<file path="config.mk">
export PLATFORM = sky130hd
export DESIGN_NAME = salamander_rom_loader_flat
export DESIGN_NICKNAME = d
export VERILOG_FILES = /design/src/rtl/salamander_rom_loader_if.sv /design/src/rtl/salamander_rom_loader.sv /design/src/flat_wrapper.sv
export SDC_FILE = /design/constraint.sdc
export NUM_CORES = 1
export LEC_CHECK = 0
export ABC_AREA = 1
export CAP_MARGIN = 40
export CELL_PAD_IN_SITES_DETAIL_PLACEMENT = 0
export CELL_PAD_IN_SITES_GLOBAL_PLACEMENT = 1
export CORE_MARGIN = 2
export CORE_UTILIZATION = 37
export CTS_BUF_LIST = sky130_fd_sc_hd__clkbuf_8
export DETAILED_ROUTE_END_ITERATION = 7
export PLACE_DENSITY_LB_ADDON = 0.1
export SYNTH_ARGS = -nofsm -noshare
export SYNTH_HDL_FRONTEND = slang
export SYNTH_SLANG_ARGS = --single-unit
export TNS_END_PERCENT = 100
</file>
<file path="constraint.sdc">
create_clock -name i_EMU_MCLK -period 3.8 [get_ports i_EMU_MCLK]
set_input_delay 0.57 -clock i_EMU_MCLK [delete_from_list [all_inputs] [get_ports i_EMU_MCLK]]
set_output_delay 0.57 -clock i_EMU_MCLK [all_outputs]
set_load 0.02 [all_outputs]
</file>
<file path="src/rtl/salamander_rom_loader_if.sv">
// Byte-stream download bus from hps_io plus the SDRAM write request channel.
// The slave side is the ROM loader; the master side is hps_io and the SDRAM controller.
interface salamander_rom_loader_if #(
    parameter int ADDR_W = 22
);
    logic [15:0]       ioctl_index;
    logic              ioctl_download;
    logic [26:0]       ioctl_addr;
    logic [7:0]        ioctl_data;
    logic              ioctl_wr;
    logic              ioctl_wait;
    logic              o_SDRAM_WR_REQ;
    logic [ADDR_W-1:0] o_SDRAM_WR_ADDR;
    logic [15:0]       o_SDRAM_WR_DATA;
    logic              i_SDRAM_WR_ACK;

    modport slave (
        input  ioctl_index, ioctl_download, ioctl_addr, ioctl_data, ioctl_wr, i_SDRAM_WR_ACK,
        output ioctl_wait, o_SDRAM_WR_REQ, o_SDRAM_WR_ADDR, o_SDRAM_WR_DATA
    );

    modport master (
        output ioctl_index, ioctl_download, ioctl_addr, ioctl_data, ioctl_wr, i_SDRAM_WR_ACK,
        input  ioctl_wait, o_SDRAM_WR_REQ, o_SDRAM_WR_ADDR, o_SDRAM_WR_DATA
    );
endinterface

</file>
<file path="src/rtl/salamander_rom_loader.sv">
// ROM/DIP download front end: packs ioctl bytes into big-endian 16-bit SDRAM writes,
// captures DIP bytes and holds the board until the ROM image is complete.
module salamander_rom_loader #(
    parameter logic [15:0] ROM_INDEX   = 16'd0,
    parameter logic [15:0] DIP_INDEX   = 16'd254,
    parameter int          ADDR_W      = 22,
    parameter logic [23:0] DIP_DEFAULT = 24'hFFFFFF
) (
    input  logic                     i_EMU_MCLK,
    input  logic                     i_EMU_INITRST,
    salamander_rom_loader_if.slave   bus,
    output logic [23:0]              o_DIPSW,
    output logic                     o_ROM_READY,
    output logic                     o_BOARD_HOLD,
    output logic                     o_OVERFLOW
);
    typedef enum logic [1:0] {IDLE = 2'd0, HALF = 2'd1, REQ = 2'd2, FLUSH = 2'd3} state_t;

    state_t            state_r, state_n;
    logic [7:0]        hi_r;
    logic [ADDR_W-1:0] addr_r;
    logic              held_r;
    logic [ADDR_W-1:0] wr_addr_r;
    logic [15:0]       wr_data_r;
    logic              req_r, wait_r;
    logic              dl_r, pending_r, ready_r, hold_r, ovf_r;
    logic [23:0]       dip_r;

    logic              rom_byte_s, in_window_s, ok_byte_s, dip_wr_s;
    logic              stage_s, word_s, held_set_s, held_clr_s, proto_err_s;
    logic [ADDR_W-1:0] word_addr_s;
    logic [15:0]       word_data_s;
    logic              rom_start_s, ready_set_s, ready_n;

    assign rom_byte_s  = bus.ioctl_wr & bus.ioctl_download & (bus.ioctl_index == ROM_INDEX);
    assign in_window_s = ~|(bus.ioctl_addr >> (ADDR_W + 1));
    assign ok_byte_s   = rom_byte_s & in_window_s;
    assign dip_wr_s    = bus.ioctl_wr & bus.ioctl_download & (bus.ioctl_index == DIP_INDEX)
                         & (bus.ioctl_addr < 27'd3);
    assign rom_start_s = bus.ioctl_download & ~dl_r & (bus.ioctl_index == ROM_INDEX);

    // Next-state and word-formation decisions of the packing FSM.
    always_comb begin
        state_n     = state_r;
        stage_s     = 1'b0;
        word_s      = 1'b0;
        held_set_s  = 1'b0;
        held_clr_s  = 1'b0;
        proto_err_s = 1'b0;
        word_addr_s = addr_r;
        word_data_s = {hi_r, 8'hFF};
        case (state_r)
            IDLE: begin
                if (ok_byte_s && bus.ioctl_addr[0]) begin
                    word_s      = 1'b1;
                    word_addr_s = bus.ioctl_addr[ADDR_W:1];
                    word_data_s = {8'hFF, bus.ioctl_data};
                    state_n     = REQ;
                end else if (ok_byte_s) begin
                    stage_s = 1'b1;
                    state_n = HALF;
                end else begin
                    state_n = IDLE;
                end
            end
            HALF: begin
                if (ok_byte_s && bus.ioctl_addr[0]) begin
                    word_s      = 1'b1;
                    word_data_s = {hi_r, bus.ioctl_data};
                    state_n     = REQ;
                end else if (ok_byte_s) begin
                    // Previous word is incomplete: send it padded, keep the new byte staged.
                    word_s     = 1'b1;
                    stage_s    = 1'b1;
                    held_set_s = 1'b1;
                    state_n    = REQ;
                end else if (!bus.ioctl_download) begin
                    state_n = FLUSH;
                end else begin
                    state_n = HALF;
                end
            end
            REQ: begin
                proto_err_s = rom_byte_s;
                if (bus.i_SDRAM_WR_ACK && held_r) begin
                    held_clr_s = 1'b1;
                    state_n    = HALF;
                end else if (bus.i_SDRAM_WR_ACK) begin
                    state_n = IDLE;
                end else begin
                    state_n = REQ;
                end
            end
            FLUSH: begin
                proto_err_s = rom_byte_s;
                word_s      = 1'b1;
                state_n     = REQ;
            end
            default: state_n = IDLE;
        endcase
    end

    // READY sets only once a started ROM download has ended and the FSM is drained.
    always_comb begin
        ready_set_s = pending_r & ~dl_r & ~bus.ioctl_download & (state_r == IDLE);
        if (rom_start_s) begin
            ready_n = 1'b0;
        end else if (ready_set_s) begin
            ready_n = 1'b1;
        end else begin
            ready_n = ready_r;
        end
    end

    // FSM state register.
    always_ff @(posedge i_EMU_MCLK or posedge i_EMU_INITRST) begin
        if (i_EMU_INITRST) begin
            state_r <= IDLE;
        end else begin
            state_r <= state_n;
        end
    end

    // Staged even byte, pending SDRAM word and handshake outputs.
    always_ff @(posedge i_EMU_MCLK or posedge i_EMU_INITRST) begin
        if (i_EMU_INITRST) begin
            hi_r      <= 8'h00;
            addr_r    <= '0;
            held_r    <= 1'b0;
            wr_addr_r <= '0;
            wr_data_r <= 16'h0000;
            req_r     <= 1'b0;
            wait_r    <= 1'b0;
        end else begin
            if (stage_s) begin
                hi_r   <= bus.ioctl_data;
                addr_r <= bus.ioctl_addr[ADDR_W:1];
            end
            if (held_set_s) begin
                held_r <= 1'b1;
            end else if (held_clr_s) begin
                held_r <= 1'b0;
            end
            if (word_s) begin
                wr_addr_r <= word_addr_s;
                wr_data_r <= word_data_s;
            end
            req_r  <= (state_n == REQ);
            wait_r <= (state_n == REQ) || (state_n == FLUSH);
        end
    end

    // Download tracking, DIP capture, ready/hold and sticky overflow.
    always_ff @(posedge i_EMU_MCLK or posedge i_EMU_INITRST) begin
        if (i_EMU_INITRST) begin
            dl_r      <= 1'b0;
            pending_r <= 1'b0;
            ready_r   <= 1'b0;
            hold_r    <= 1'b1;
            ovf_r     <= 1'b0;
            dip_r     <= DIP_DEFAULT;
        end else begin
            dl_r    <= bus.ioctl_download;
            ready_r <= ready_n;
            hold_r  <= ~ready_n;
            if (rom_start_s) begin
                pending_r <= 1'b1;
            end else if (ready_set_s) begin
                pending_r <= 1'b0;
            end
            if ((rom_byte_s && !in_window_s) || proto_err_s) begin
                ovf_r <= 1'b1;
            end else if (rom_start_s) begin
                ovf_r <= 1'b0;
            end
            if (dip_wr_s) begin
                case (bus.ioctl_addr[1:0])
                    2'd0:    dip_r[7:0]   <= bus.ioctl_data;
                    2'd1:    dip_r[15:8]  <= bus.ioctl_data;
                    2'd2:    dip_r[23:16] <= bus.ioctl_data;
                    default: dip_r        <= dip_r;
                endcase
            end
        end
    end

    assign bus.ioctl_wait      = wait_r;
    assign bus.o_SDRAM_WR_REQ  = req_r;
    assign bus.o_SDRAM_WR_ADDR = wr_addr_r;
    assign bus.o_SDRAM_WR_DATA = wr_data_r;
    assign o_DIPSW             = dip_r;
    assign o_ROM_READY         = ready_r;
    assign o_BOARD_HOLD        = hold_r;
    assign o_OVERFLOW          = ovf_r;
endmodule

</file>
<file path="src/flat_wrapper.sv">
// flat-port wrapper written by rule: the top's interface ports become plain ports
module salamander_rom_loader_flat 
#(
    parameter logic [15:0] ROM_INDEX   = 16'd0,
    parameter logic [15:0] DIP_INDEX   = 16'd254,
    parameter int          ADDR_W      = 22,
    parameter logic [23:0] DIP_DEFAULT = 24'hFFFFFF
)
  (i_EMU_MCLK, i_EMU_INITRST, o_DIPSW, o_ROM_READY, o_BOARD_HOLD, o_OVERFLOW, bus_ioctl_index, bus_ioctl_download, bus_ioctl_addr, bus_ioctl_data, bus_ioctl_wr, bus_i_SDRAM_WR_ACK, bus_ioctl_wait, bus_o_SDRAM_WR_REQ, bus_o_SDRAM_WR_ADDR, bus_o_SDRAM_WR_DATA);
  salamander_rom_loader_if #(.ADDR_W(ADDR_W)) bus_i ();
  input  logic i_EMU_MCLK;
  input  logic i_EMU_INITRST;
  output logic [23:0] o_DIPSW;
  output logic o_ROM_READY;
  output logic o_BOARD_HOLD;
  output logic o_OVERFLOW;
  input wire logic [$bits(bus_i.ioctl_index)-1:0] bus_ioctl_index;
  input wire logic [$bits(bus_i.ioctl_download)-1:0] bus_ioctl_download;
  input wire logic [$bits(bus_i.ioctl_addr)-1:0] bus_ioctl_addr;
  input wire logic [$bits(bus_i.ioctl_data)-1:0] bus_ioctl_data;
  input wire logic [$bits(bus_i.ioctl_wr)-1:0] bus_ioctl_wr;
  input wire logic [$bits(bus_i.i_SDRAM_WR_ACK)-1:0] bus_i_SDRAM_WR_ACK;
  output wire logic [$bits(bus_i.ioctl_wait)-1:0] bus_ioctl_wait;
  output wire logic [$bits(bus_i.o_SDRAM_WR_REQ)-1:0] bus_o_SDRAM_WR_REQ;
  output wire logic [$bits(bus_i.o_SDRAM_WR_ADDR)-1:0] bus_o_SDRAM_WR_ADDR;
  output wire logic [$bits(bus_i.o_SDRAM_WR_DATA)-1:0] bus_o_SDRAM_WR_DATA;
  assign bus_i.ioctl_index = bus_ioctl_index;
  assign bus_i.ioctl_download = bus_ioctl_download;
  assign bus_i.ioctl_addr = bus_ioctl_addr;
  assign bus_i.ioctl_data = bus_ioctl_data;
  assign bus_i.ioctl_wr = bus_ioctl_wr;
  assign bus_i.i_SDRAM_WR_ACK = bus_i_SDRAM_WR_ACK;
  assign bus_ioctl_wait = bus_i.ioctl_wait;
  assign bus_o_SDRAM_WR_REQ = bus_i.o_SDRAM_WR_REQ;
  assign bus_o_SDRAM_WR_ADDR = bus_i.o_SDRAM_WR_ADDR;
  assign bus_o_SDRAM_WR_DATA = bus_i.o_SDRAM_WR_DATA;
  salamander_rom_loader #(.ROM_INDEX(ROM_INDEX), .DIP_INDEX(DIP_INDEX), .ADDR_W(ADDR_W), .DIP_DEFAULT(DIP_DEFAULT)) u_core (.i_EMU_MCLK(i_EMU_MCLK), .i_EMU_INITRST(i_EMU_INITRST), .bus(bus_i), .o_DIPSW(o_DIPSW), .o_ROM_READY(o_ROM_READY), .o_BOARD_HOLD(o_BOARD_HOLD), .o_OVERFLOW(o_OVERFLOW));
endmodule
</file>
**Run 1: port wiring**

Scale: 2 px per µm.
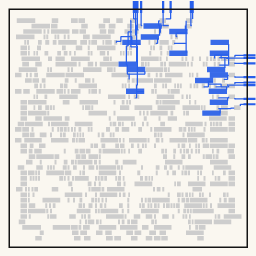
Key: blue = bus_o_SDRAM_WR_DATA [bits 16, direction output, end cells 16, buffers 16, wire 366 µm]
count of pins on the block boundary: 123
count of input and output buffers: 122

**Run 1: ports around the boundary**

Scale: 4 px per µm. Pins as bars across the die edge, other pins in gray.
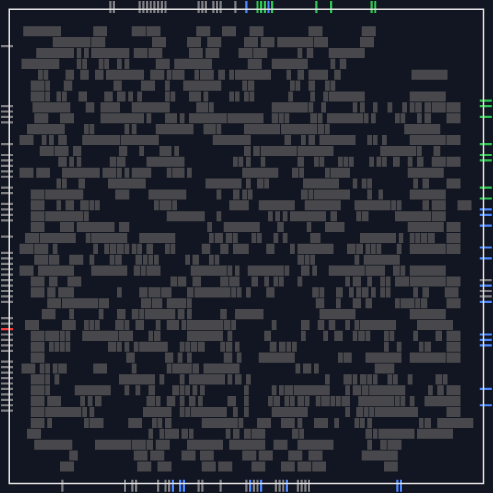
Key: blue = bus_o_SDRAM_WR_ADDR [pins 22, direction output, edge 12 right, 8 bottom, 2 top]; green = bus_o_SDRAM_WR_DATA [pins 16, direction output, edge 8 top, 8 right]; red = o_OVERFLOW [pins 1, direction output, edge left]
All pins by edge: 45 left, 28 bottom, 27 top, 23 right.
Die X: 118 µm
chip height: 118 µm

**Run 1: placement view**

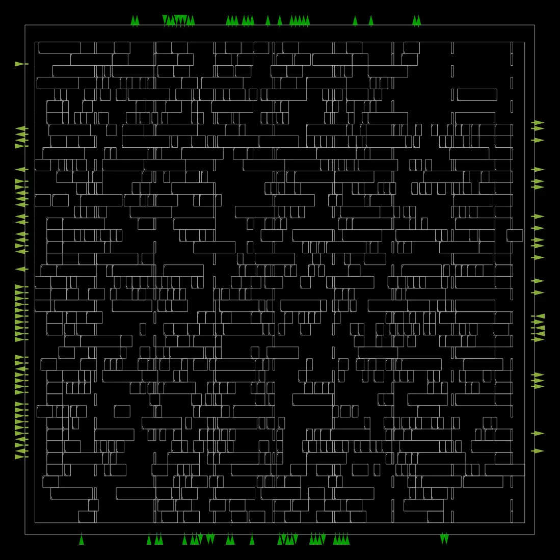
Filler Cell Count: 1271
final core utilization: 50.7%

==> flow_results.org, run 1 <==
#+TITLE: Physical design notes

** Route
- The first detailed-routing pass took 4 iterations.
- Top metal layer carrying routed signals :: met4
- Number of vias in the routed layout :: approximately 4200
- Post-route antenna net violation count :: 0
- For this sky-water flow run, the detailed-routed wirelength per cell is reported as 14.4 µm.
- Wire length on met3 :: between 800 and 900 µm
- Avg Vias per Cell :: about 4.8
- The detailed router finished its first iteration with approximately 300 violations.
- Final wirelength :: roughly 13000 µm
- In the final routing, the length of wire on met1 measures around 6200 µm.

** Finish
- Multi-input combinational area share :: between 20 and 30%
- 0 antenna diodes ended up in the layout.
- Final net count :: 763
- Number of ordinary inverters in the final layout :: just over 50
- The finished layout holds about 880 standard cells, fillers aside.
- Fraction of layout cells with a size suffix above 1 :: between 10% and 20%
- ClkCell Share :: about 3.4%
- Signed area change from the synthesized netlist to the final layout :: 33.1%
- Per the cell usage report, the commonest logic cell in the layout is nand2_1.
- Non-clock buffers in the final layout number about 130.
- Number of clock buffer instances in the layout :: 10
- The largest cell class by area is sequential cells.
- Once layout is done, the placed cells without fillers occupy 6420 µm².
- In the final layout, the multi-input gates occupy approximately 1900 µm².
- The area taken by sequential standard cells is reported as 2580 µm².
- Count of flip-flops and latches :: a little over 100
- Ranking logic cells in the layout by count gives the top entries nand2_1 (231), clkdlybuf4s50_1 (122), dfrtp_1 (77), nand3_1 (54), inv_1 (49).
- The final design was reported to hold multi-input combinational gates totalling about 410.

** Critical path
- Worst setup EP type :: flip-flop
- Slowest cell on the critical path :: clkdlybuf4s50_1
- On the worst path, the slowest cell contributes a delay of about 440 ps.
- Destination of the worst register-to-register timing path :: u_core.bus.o_SDRAM_WR_ADDR[21]$_DFFE_PP0P_
- Classification of the worst setup path :: in2reg
- The critical path contains buffers and inverters numbering 2 combined.
- Setup slack on the worst reg-to-reg path comes out at approximately 2100 ps.
- Worst-path cell chain :: clkdlybuf4s50_1, nor2_1, nand2_1, nor2_2, nand3_2, nor2_8, nand3b_2, buf_4, nand2_1, o21ai_1
- The critical path crosses 10 cells after its start point.
- In this run the worst setup path begins at bus_ioctl_index[7].
- The OpenROAD report gives the critical path a data arrival time of between 2000 and 3000 ps.
- Most numerous cell on the critical path :: nand2_1
- STA classifies the critical path startpoint as a primary input.
- The number of cells on the worst reg-to-reg path is 7.

** Worst hold path
- Checking hold timing, the worst path is listed with class reg2reg.
- Worst Min Path Start :: u_core.o_DIPSW[0]$_DFFE_PP1P_
- Cell count of the worst hold path :: 2

** Timing
- Hold Worst Slack :: ~470 ps
- Setup repair after global routing missed its margin :: false
- Pin slew with the least headroom to its limit :: between 700 and 800 ps
- Counting I/O delays and the setup requirement, the final critical path takes 2570 ps.
- Final worst slack :: ~1200 ps
- Derived from the worst setup path, the maximum achievable clock frequency is 389 MHz.
- Measured against its own limit, the worst slew margin works out to between 50% and 60%.
- Hold violation total from the final report :: 0
- Final setup violation count :: 0

** Global routing
- First-pass GRT wire length :: about 21000 µm
- GR peak layer :: met2
- Entering global routing, the biggest net connects between 60 and 70 pins.
- GR Util met2 :: about 28%
- The via count of the first global-routing pass came to around 4100.
- Met3 track demand over resource in global routing :: roughly 4.5%
- Global routing finished with a remaining overflow of 0.

** Status
- The flow ran to the end, and the final reports show no timing, DRC or antenna violations.

** Flow run
- In this run the tools logged warnings totalling 26.
- # Max-Cap Violations :: 0

** Floorplan
- Total die size :: about 14000 µm²
- Area of the core region :: between 10000 and 15000 µm²
- Core Density at Floorplan :: 38.1%
- Site Rows :: a little over 40

** Synth
- The mapped netlist covers a little under 5000 µm².
- The synthesized netlist handed to floorplanning was reported with a cell count of approximately 600.
- Count of flip-flops with a built-in enable after synthesis :: 0
- During synthesis, Yosys emitted a total of 0 warnings.
- Cell taking the most area after synthesis :: dfrtp_1
- The top cell type by area accounts for about two fifths of the synthesized area.
- Part of the Yosys area used for sequential elements :: 53.6%
- The synthesized netlist was found by Yosys to have approximately 600 cells.
- The main area contributors are dfrtp_1 (40%), nand2_1 (18%), dfstp_2 (14%).
- The number of different library cells used by synthesis comes to 28.
- The commonest cells after synthesis are nand2_1 (231), dfrtp_1 (77), nand3_1 (54).
- Dominant flop cell :: dfrtp_1
- The average instance in the mapped netlist occupies slightly above 8 µm².
- Most frequent cell after synthesis :: nand2_1

** Clock network
- The clock tree synthesis step divided the H-tree into 3 levels.
- Counting the buffers created by CTS gives 9.
- Clock tree from TritonCTS :: done
- Latest clock arrival within the worst-skew pair :: 390 ps
- Root buf cell :: clkbuf_8
- In this run, post-CTS repair resized a total of 0 instances.
- Setup fix buffers added after clock tree synthesis :: 0
- Clock transition time at the flip-flop clock pins of the worst setup and hold paths :: roughly 90 ps
- For this design, the CTS-stage hold fixing added 0 buffers.

** Pwr
- The analysis attributes to cell leakage a power of slightly above 0.003 µW.
- Pwr/cell area :: roughly 340 nW/µm²
- Overall power after layout :: between 2000 and 2500 µW

** Place
- Total placed instance area :: a little over 6000 µm²
- The number of placed instances, taps included, is roughly 870.
- Dpl ws :: approximately 830 ps
- Placed wire-length estimate after detailed placement :: slightly below 9000 µm
==> run 1: where the power goes <==
part           switching (µW)  leakage, µW  internal [µW]  total [µW]
logic                     145      0.00169            108         253
clock network             391     0.000116            388         780
registers                18.3      0.00130           1110        1130
total                     555      0.00312           1600        2160
==> run 1: sequential cells by signal, indices dropped and copies added (netlist names), 2 cells and up <==
name / flops
u_core.hi_r: 8
u_core.state_r: 2
u_core.bus.o_SDRAM_WR_ADDR: 22
u_core.o_DIPSW: 24
u_core.addr_r: 22
u_core.bus.o_SDRAM_WR_DATA: 16
==> run 1: cells by family after synthesis <==
kind of cell / count (synthesis) / synth area share [%]
buffers and inverters: 82 / 7.31
AOI/OAI and AO/OA: 43 / 5.21
and+or+nand+nor: 370 / 33.9
DFF: 102 / 53.6
**Run 1: wiring by layer**

Scale: 2 px per µm. Only two layers are drawn.
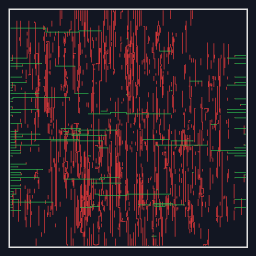

==> run 2: changes to the inputs <==
--- a/config.mk
+++ b/config.mk
@@ -10,7 +10,7 @@
 export CELL_PAD_IN_SITES_DETAIL_PLACEMENT = 0
 export CELL_PAD_IN_SITES_GLOBAL_PLACEMENT = 1
 export CORE_MARGIN = 2
-export CORE_UTILIZATION = 37
+export CORE_UTILIZATION = 33
 export CTS_BUF_LIST = sky130_fd_sc_hd__clkbuf_8
 export DETAILED_ROUTE_END_ITERATION = 7
 export PLACE_DENSITY_LB_ADDON = 0.1
==> constraint.sdc (replaced) <==
create_clock -name i_EMU_MCLK -period 2.1 [get_ports i_EMU_MCLK]
set_input_delay 0.315 -clock i_EMU_MCLK [delete_from_list [all_inputs] [get_ports i_EMU_MCLK]]
set_output_delay 0.315 -clock i_EMU_MCLK [all_outputs]
set_load 0.02 [all_outputs]
**Run 2: wiring by layer**

Scale: 2 px per µm. Only two layers are drawn.
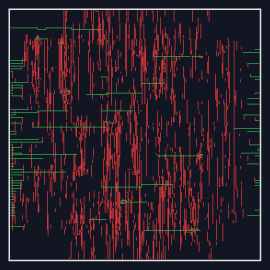
Key: green = met3 [wire length 688 µm]; red = met2 [wire length 5820 µm]
final wirelength: 13300 µm
number of vias in the routed layout: 4350
Total Routing Usage GR: 17.5%
average detailed-routed wire length per instance: 14.5 µm

**Run 2: M2 wires**

Scale: 4 px per µm.
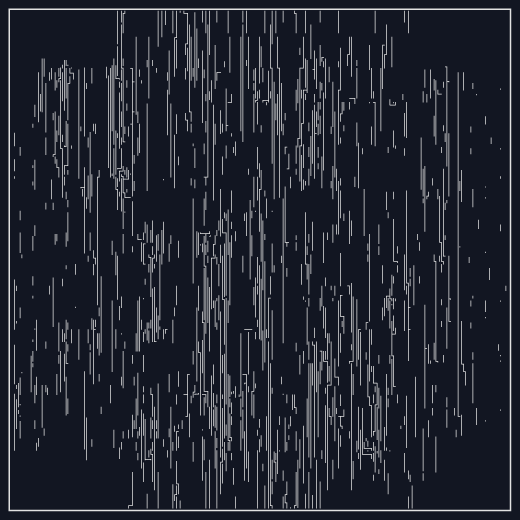
605 nets have wire on it. The wires run mostly vertical. The layer holds 44% of the routed length.
GR Util met2: 25.9%

==> flow_results.org, run 2 <==
#+TITLE: Physical design notes

** Critical path
- The critical path starts at u_core.o_DIPSW[7]$_DFFE_PP1P_.
- Slowest cell on the critical path :: clkdlybuf4s50_1
- Classification of the worst setup path :: reg2out
- Worst-path cell chain :: clkdlybuf4s50_1
- The number of buffers and inverters on the critical path was 1 (-1).
- Arrival time worst endpoint :: 1540 ps (-1290 ps)
- Worst setup EP type :: output pin
- The setup slack on the worst flop-to-flop path is 640 ps (-1440 ps).
- Destination of the worst register-to-register timing path :: u_core.bus.o_SDRAM_WR_ADDR[0]$_DFFE_PP0P_
- R2r worst-path depth :: 6 (-1)
- Number of gates on the worst path with buffers counted :: 1 (-9)

** Synth
- Biggest area cells :: dfrtp_1 (40%), nand2_1 (18%), dfstp_2 (14%)
- The number of different library cells in the post-synthesis netlist was 28 (unchanged).
- Top comb family, area :: simple AND/OR/NAND/NOR gates
- Area share of and-or/or-and cells after synthesis :: 5.21% (unchanged)
- Combined area of all synthesized cells :: 4820 µm² (unchanged)
- Share of synthesized cell area in full adder, half adder and majority cells :: 0% (unchanged)
- Dominant flop cell :: dfrtp_1
- Fraction of the mapped netlist area in simple logic gates :: 33.9% (unchanged)
- Sorting the synthesis cell report by count puts at the top nand2_1.
- Xor and xnor fraction of the mapped netlist area :: 0% (unchanged)
- The number of cell instances after yosys synthesis was 597 (unchanged).
- Leading cell types by count after synthesis :: nand2_1 (231), dfrtp_1 (77), nand3_1 (54)
- Count of flip-flops with a built-in enable after synthesis :: 0 (unchanged)
- The post-synthesis mux area share came to 0% (unchanged).
- Proportion of netlist area held by the largest area contributor :: 39.9% (unchanged)
- Total number of yosys warnings :: 0 (unchanged)

** Floorplan
- The I/O pin count was 123 (unchanged).
- Total die size :: 15600 µm² (+12%)
- The floorplan utilization is 33.4% (-4.6 points).
- The cell row count came to 44 (+7.3%).

** Timing
- The final-layout worst hold slack is 369 ps (-97.2 ps).
- Hold violation total from the final report :: 0 (unchanged)
- Timing would allow up to between 500 and 600 MHz.
- Pin slew with the least headroom to its limit :: 516 ps (-221 ps)
- Setup repair after global routing missed its margin :: false
- The worst setup margin is 246 ps (-982 ps).
- Final setup violation count :: 0 (unchanged)
- The final timing report derives a shortest allowable period of 1850 ps.

** Finish
- Commonest non-fill, non-tap cell in the layout :: nand2_1
- Fraction of layout cells with a size suffix above 1 :: 12.6% (+2.4 points)
- The count of antenna diodes in the layout came to 0 (unchanged).
- The flow measured a signed area growth from synthesis to layout of 36.5%.
- The finished layout cell area was 6590 µm² (+2.6%).
- Per the cell usage report, the commonest logic cells after layout are nand2_1 (231), clkdlybuf4s50_1 (122), dfrtp_1 (77), nand3_1 (54), inv_1 (50).
- Final net count :: 784 (+2.8%)
- Non-filler instance count after layout :: 917 (+3.7%)
- The flip-flop count of the largest register, all copies and words added came to 24 (unchanged).

** Route
- 1st-pass router iterations :: 5 (+1)
- Avg Vias per Cell :: 4.74 (-0.91%)
- The initial detailed-routing violation count came to 333 (+11%).

** Pwr
- The share of power burned in combinational logic was 12.7% (+1.0 points).
- The fraction of power spent switching nets came to 28.5% (+2.9 points).
- Clock network fraction of design power :: 32.6% (-3.5 points)
- Lkg Pwr :: 0.00322 µW (+3.2%)
- The part of the power in registers was 54.7% (+2.5 points).
- The power after layout is 3730 µW (+73%).
- Pwr/cell area :: 566 nW/µm² (+68%)

** Worst hold path
- The min-delay analysis places its worst path in the category in2async.

** Clock network
- Clock H-tree levels :: 3 (unchanged)
- Clock transition time at the flip-flop clock pins of the worst setup and hold paths :: 110 ps (+20 ps)
- Latest clock arrival within the worst-skew pair :: 370 ps (-20 ps)
- The number of cells upsized or downsized after cts is 0 (unchanged).
- Clock tree from TritonCTS :: done
- The root buffer cell chosen for the clock tree is clkbuf_8.
- The post-CTS setup repair buffer count is 0 (unchanged).
- The number of buffers added by the clock tree synthesis step came to 9 (unchanged).

** Place
- Placed wire-length estimate after detailed placement :: 9560 µm (+7.2%)
- The number of buffers added on ports is 122 (unchanged).
- The number of instances in the placed design was 901 (+3.8%).
- The total cell area at the placement stage came to 6410 µm² (+3.4%).

** Global routing
- The global-route wire length before repair is 22200 µm (+6.3%).
- The largest net degree at the start of global routing came to 63 (-8.7%).
- Aggregate global routing overflow :: 0 (unchanged)
- GR peak layer :: met1
- The global routing usage on met3 is 3.69% (-0.79 points).

** Status
- Result of the run :: complete, no violations
**Run 2: ports around the boundary**

Scale: 4 px per µm. Pins as bars across the die edge, other pins in gray.
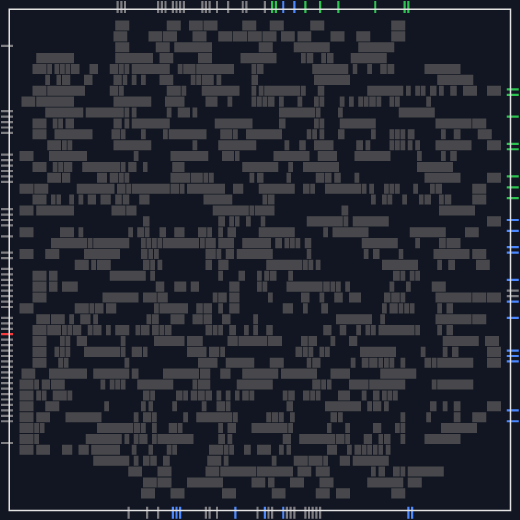
Key: blue = bus_o_SDRAM_WR_ADDR [pins 22, direction output, edge 12 right, 8 bottom, 2 top]; green = bus_o_SDRAM_WR_DATA [pins 16, direction output, edge 8 top, 8 right]; red = o_OVERFLOW [pins 1, direction output, edge left]
chip height: 125 µm
Die X: 125 µm

-- run 2: cell counts after synthesis --
No cell type changed its count.
-- run 2: final cells by class --
cell class / count / area (µm²)
fill: 1471 / 7840
clock inverter: 7 / 53.8
tap: 184 / 230
sequential: 102 / 2580
timing repair buffer: 151 / 1500
inverter: 51 / 195
clock buffer: 9 / 124
multi-input combinational: 413 / 1900
-- run 2: power by group through the flow --
stage / logic, µW / clock network, µW / registers (µW)
after global routing: 523 / 1340 / 2050
after floorplan: 154 / 0 / 2110
after global placement: 475 / 0 / 2080
final: 475 / 1210 / 2040
after CTS: 482 / 1260 / 2040
after detailed placement: 481 / 0 / 2070
-- run 2: routing by layer --
metal	vias to the layer above	share of wire [%]
li1	2191	-
met1	2037	50
met2	114	44
met3	8	5.2
met4	0	0.83
met5	-	0
Power figures rest on the tool's default switching activity, not on a simulated workload.
